$ cat src/rtl/phase_seq_mod6.sv
// Two-state phase sequencer: steps a 3-bit code through 0..LAST, up or down,
// at a programmable prescaled rate, with single-step, load and wrap pulse.
module phase_seq_mod6 #(
    parameter int DIV_W = 8,
    parameter int LAST  = 5
) (
    input  logic             clk,
    input  logic             rst,
    input  logic             start,
    input  logic             stop,
    input  logic             dir,
    input  logic             step,
    input  logic             load,
    input  logic [2:0]       load_val,
    input  logic [DIV_W-1:0] div,
    output logic [2:0]       a,
    output logic             busy,
    output logic             wrap
);

    typedef enum logic {
        IDLE = 1'b0,
        RUN  = 1'b1
    } state_t;

    localparam logic [2:0] LAST_C = 3'(LAST);

    state_t           r_state;
    state_t           w_state_nxt;
    logic [DIV_W-1:0] r_cnt;
    logic [2:0]       r_a;
    logic             r_busy;
    logic             r_wrap;

    logic             w_tick;
    logic             w_step_adv;
    logic             w_adv;
    logic             w_at_end;
    logic [2:0]       w_a_adv;
    logic [2:0]       w_a_load;

    // NOTE: clocked state uses <= so every register samples pre-edge values.
    always_ff @(posedge clk or posedge rst) begin
        if (rst) r_state <= IDLE;
        else     r_state <= w_state_nxt;
    end

    // NOTE: default assignment first keeps this block free of latches.
    always_comb begin
        w_state_nxt = r_state;
        case (r_state)
            IDLE:    if (start && !stop) w_state_nxt = RUN;
            RUN:     if (stop)           w_state_nxt = IDLE;
            default: w_state_nxt = IDLE;
        endcase
    end

    always_comb begin
        w_tick     = 1'b0;
        w_step_adv = 1'b0;
        case (r_state)
            IDLE:    w_step_adv = step && !start;
            RUN:     w_tick     = (r_cnt >= div);
            default: ;
        endcase
    end

    // Load wins over both tick and step; the wrap pulse follows the real advance only.
    assign w_adv    = !load && (w_tick || w_step_adv);
    assign w_at_end = dir ? (r_a == 3'd0) : (r_a == LAST_C);
    assign w_a_adv  = dir ? ((r_a == 3'd0) ? LAST_C : r_a - 3'd1)
                          : ((r_a == LAST_C) ? 3'd0 : r_a + 3'd1);
    assign w_a_load = (load_val > LAST_C) ? LAST_C : load_val;

    always_ff @(posedge clk or posedge rst) begin
        if (rst) begin
            r_a    <= 3'd0;
            r_cnt  <= '0;
            r_busy <= 1'b0;
            r_wrap <= 1'b0;
        end else begin
            r_busy <= (w_state_nxt == RUN);
            r_wrap <= w_adv && w_at_end;
            if (load)       r_a <= w_a_load;
            else if (w_adv) r_a <= w_a_adv;
            // Prescaler runs only between two RUN cycles; anything else restarts it.
            if (load || w_tick || (r_state != RUN) || (w_state_nxt != RUN))
                r_cnt <= '0;
            else
                r_cnt <= r_cnt + 1'b1;
        end
    end

    assign a    = r_a;
    assign busy = r_busy;
    assign wrap = r_wrap;

endmodule

$ cat config.mk
export PLATFORM = sky130hd
export DESIGN_NAME = phase_seq_mod6
export DESIGN_NICKNAME = d
export VERILOG_FILES = /design/src/rtl/phase_seq_mod6.sv
export SDC_FILE = /design/constraint.sdc
export NUM_CORES = 1
export LEC_CHECK = 0
export ABC_AREA = 1
export CAP_MARGIN = 20
export CORE_UTILIZATION = 25
export CTS_CLUSTER_DIAMETER = 60
export DETAILED_ROUTE_END_ITERATION = 6
export DONT_BUFFER_PORTS = 1
export GPL_TIMING_DRIVEN = 0
export SYNTH_ARGS = -nofsm -noshare
export SYNTH_HDL_FRONTEND = slang
export SYNTH_SLANG_ARGS = --single-unit
$ cat constraint.sdc
create_clock -name clk -period 1.7 [get_ports clk]
set_input_delay 0.17 -clock clk [delete_from_list [all_inputs] [get_ports clk]]
set_output_delay 0.17 -clock clk [all_outputs]
set_load 0.02 [all_outputs]
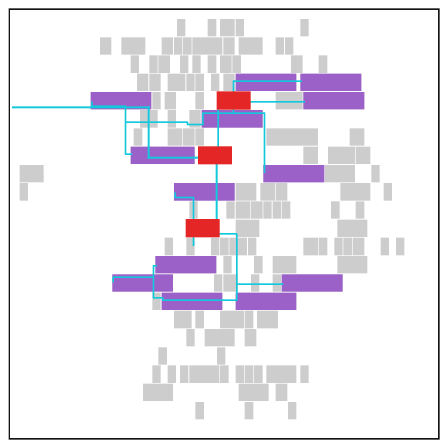
*Clock network drawn from the DEF*
cells driving clock nets: marked red, count 3. flip-flops: marked purple, count 13. clock wires: marked cyan, length 191 µm.
There are 4 routed clock nets.

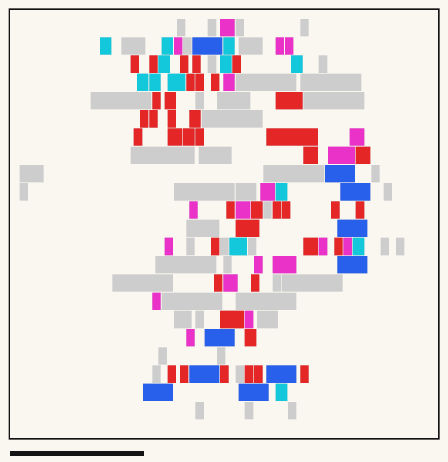
*Logic cells by family*
Bar = 20 µm.
NOR gates: marked magenta, cells 19. NAND gates: marked red, cells 42. inverting AOI/OAI gates: marked cyan, cells 13. adder and majority cells: marked blue, cells 10.

==> out/qor.json <==
{
  "drt-total-wl": {"value": 1691, "unit": "µm"},
  "ir_worst_vdd": {"value": 0.2504, "unit": "mV"},
  "synthesis.area_per_instance": {"value": 7.587, "unit": "µm²"},
  "portBuffers": {"value": 0},
  "global_route_wire_length_before_repair": {"value": 2877, "unit": "µm"},
  "yosysWarningCount": {"value": 0},
  "gp_congestion": {"value": 0.6826},
  "fillerInstances": {"value": 399},
  "relSlewSlack": {"value": 65.29, "unit": "%"},
  "clk_pin_slew": {"value": 0.06, "unit": "ns"},
  "power.switching": {"value": 0.0002463, "unit": "W"},
  "worstPathBufferInverterCount": {"value": 0},
  "routedWlPerCell": {"value": 9.343, "unit": "µm"},
  "n_sequential_cell": {"value": 13},
  "hold_buffer_count_at_cts": {"value": 2},
  "synthMostInstantiatedCell": {"value": "nand2_1"},
  "pwr-share-clk": {"value": 34.3, "unit": "%"},
  "logic_area": {"value": 533.0, "unit": "µm²"},
  "layout.non_clock_inverters": {"value": 26},
  "min_path_type": {"value": "in -> reg"},
  "synth.cells.most_frequent": {"value": "nand2_1 (29), inv_1 (25), dfrtp_1 (13)"},
  "sequential_cell_area": {"value": 326.6, "unit": "µm²"},
  "critical-path-top-delay-family": {"value": "flip-flops"},
  "crit_arrival": {"value": 1.68, "unit": "ns"},
  "placement.cell_area": {"value": 1016, "unit": "µm²"},
  "muxShareOfSynthArea": {"value": 1.047, "unit": "%"},
  "synthesized_netlist_net_count": {"value": 154},
  "drv.max_cap_violation_count": {"value": 0},
  "clk_latency": {"value": 0.24, "unit": "ns"},
  "log.warning_count": {"value": 26},
  "cell_taking_the_most_area_after_synthesis": {"value": "dfrtp_1"},
  "grt_overflow": {"value": 0},
  "grt.busiest_layer": {"value": "met2"},
  "top_cells_by_area": {"value": "dfrtp_1 (34%), ha_1 (13%), nand2_1 (11%)"},
  "postSynth.asyncResetShare": {"value": 100.0, "unit": "%"},
  "area_delta_synth_final": {"value": 14.01, "unit": "%"},
  "crit_chain": {"value": "ha_1 -> a21oi_1 -> nor2_1 -> nor2_4 -> nand4_4 -> a21oi_1"},
  "die_w": {"value": 63.84, "unit": "µm"},
  "report.final.hold_viol_count": {"value": 0},
  "status": {"value": "finished, final reports clean"},
  "power.leakage": {"value": 0.5477, "unit": "nW"},
  "met3WireLength": {"value": 50, "unit": "µm"},
  "final_cells": {"value": 181},
  "cts_buffer_depth": {"value": 2},
  "internal-power": {"value": 0.0005544, "unit": "W"},
  "antenna_found_initial": {"value": 0},
  "post_synth_main_logic_family": {"value": "simple AND/OR/NAND/NOR gates"},
  "post_synthesis_share_of_cell_area_spent_on_and_or_nand_and_nor_gates": {"value": 32.46, "unit": "%"},
  "report.power.total": {"value": 0.0008008, "unit": "W"},
  "syn_area": {"value": 955.9, "unit": "µm²"},
  "slew_violations": {"value": 0},
  "cts_resized": {"value": 0},
  "ios": {"value": 23},
  "n_multi_input_combinational_cell": {"value": 87},
  "synthDistinctLibCells": {"value": 22},
  "topRoutingLayerUsed": {"value": "met4"},
  "cts_post_setup_buffers_inserted": {"value": 0},
  "worstPathMaxFanout": {"value": 8},
  "ctsHtreeMaxLevel": {"value": 1}
}
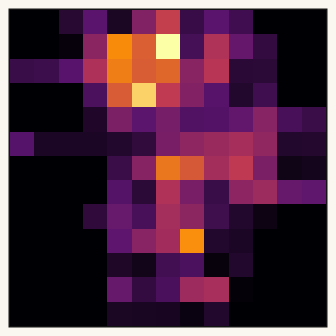
*Signal metal coverage by tile*
13 x 13 tiles, from black (low) to pale yellow (high), scaled to the fullest tile. Values are wire area over tile area, all layers added.
The emptiest ninth of the die: south-west. The fullest tile reaches 0.36. 8.3% of the tiles are over half the peak.

==> final timing paths <==
check | slack (ns) | depth (start not counted) | startpoint | to
worst max-delay path | 0.17 | 6 | r_cnt[5]$_DFF_PP0_ | r_cnt[6]$_DFF_PP0_
worst min-delay path | 0.04 | 1 | stop | busy$_DFF_PP0_
worst max register to register | 0.17 | 6 | r_cnt[5]$_DFF_PP0_ | r_cnt[6]$_DFF_PP0_
worst min register to register | 0.54 | 2 | r_cnt[0]$_DFF_PP0_ | r_cnt[0]$_DFF_PP0_
max in group asynchronous | 0.92 | 2 | rst | a[0]$_DFFE_PP0P_
min in group asynchronous | 0.41 | 2 | rst | a[2]$_DFFE_PP0P_
==> state kept, by name (all words and copies together) (netlist names) <==
| register | cells |
|---|---|
| busy | 1 |
| a | 3 |
| r_cnt | 8 |
| wrap | 1 |
No activity file was given, so power comes from the tool's default toggle rates.
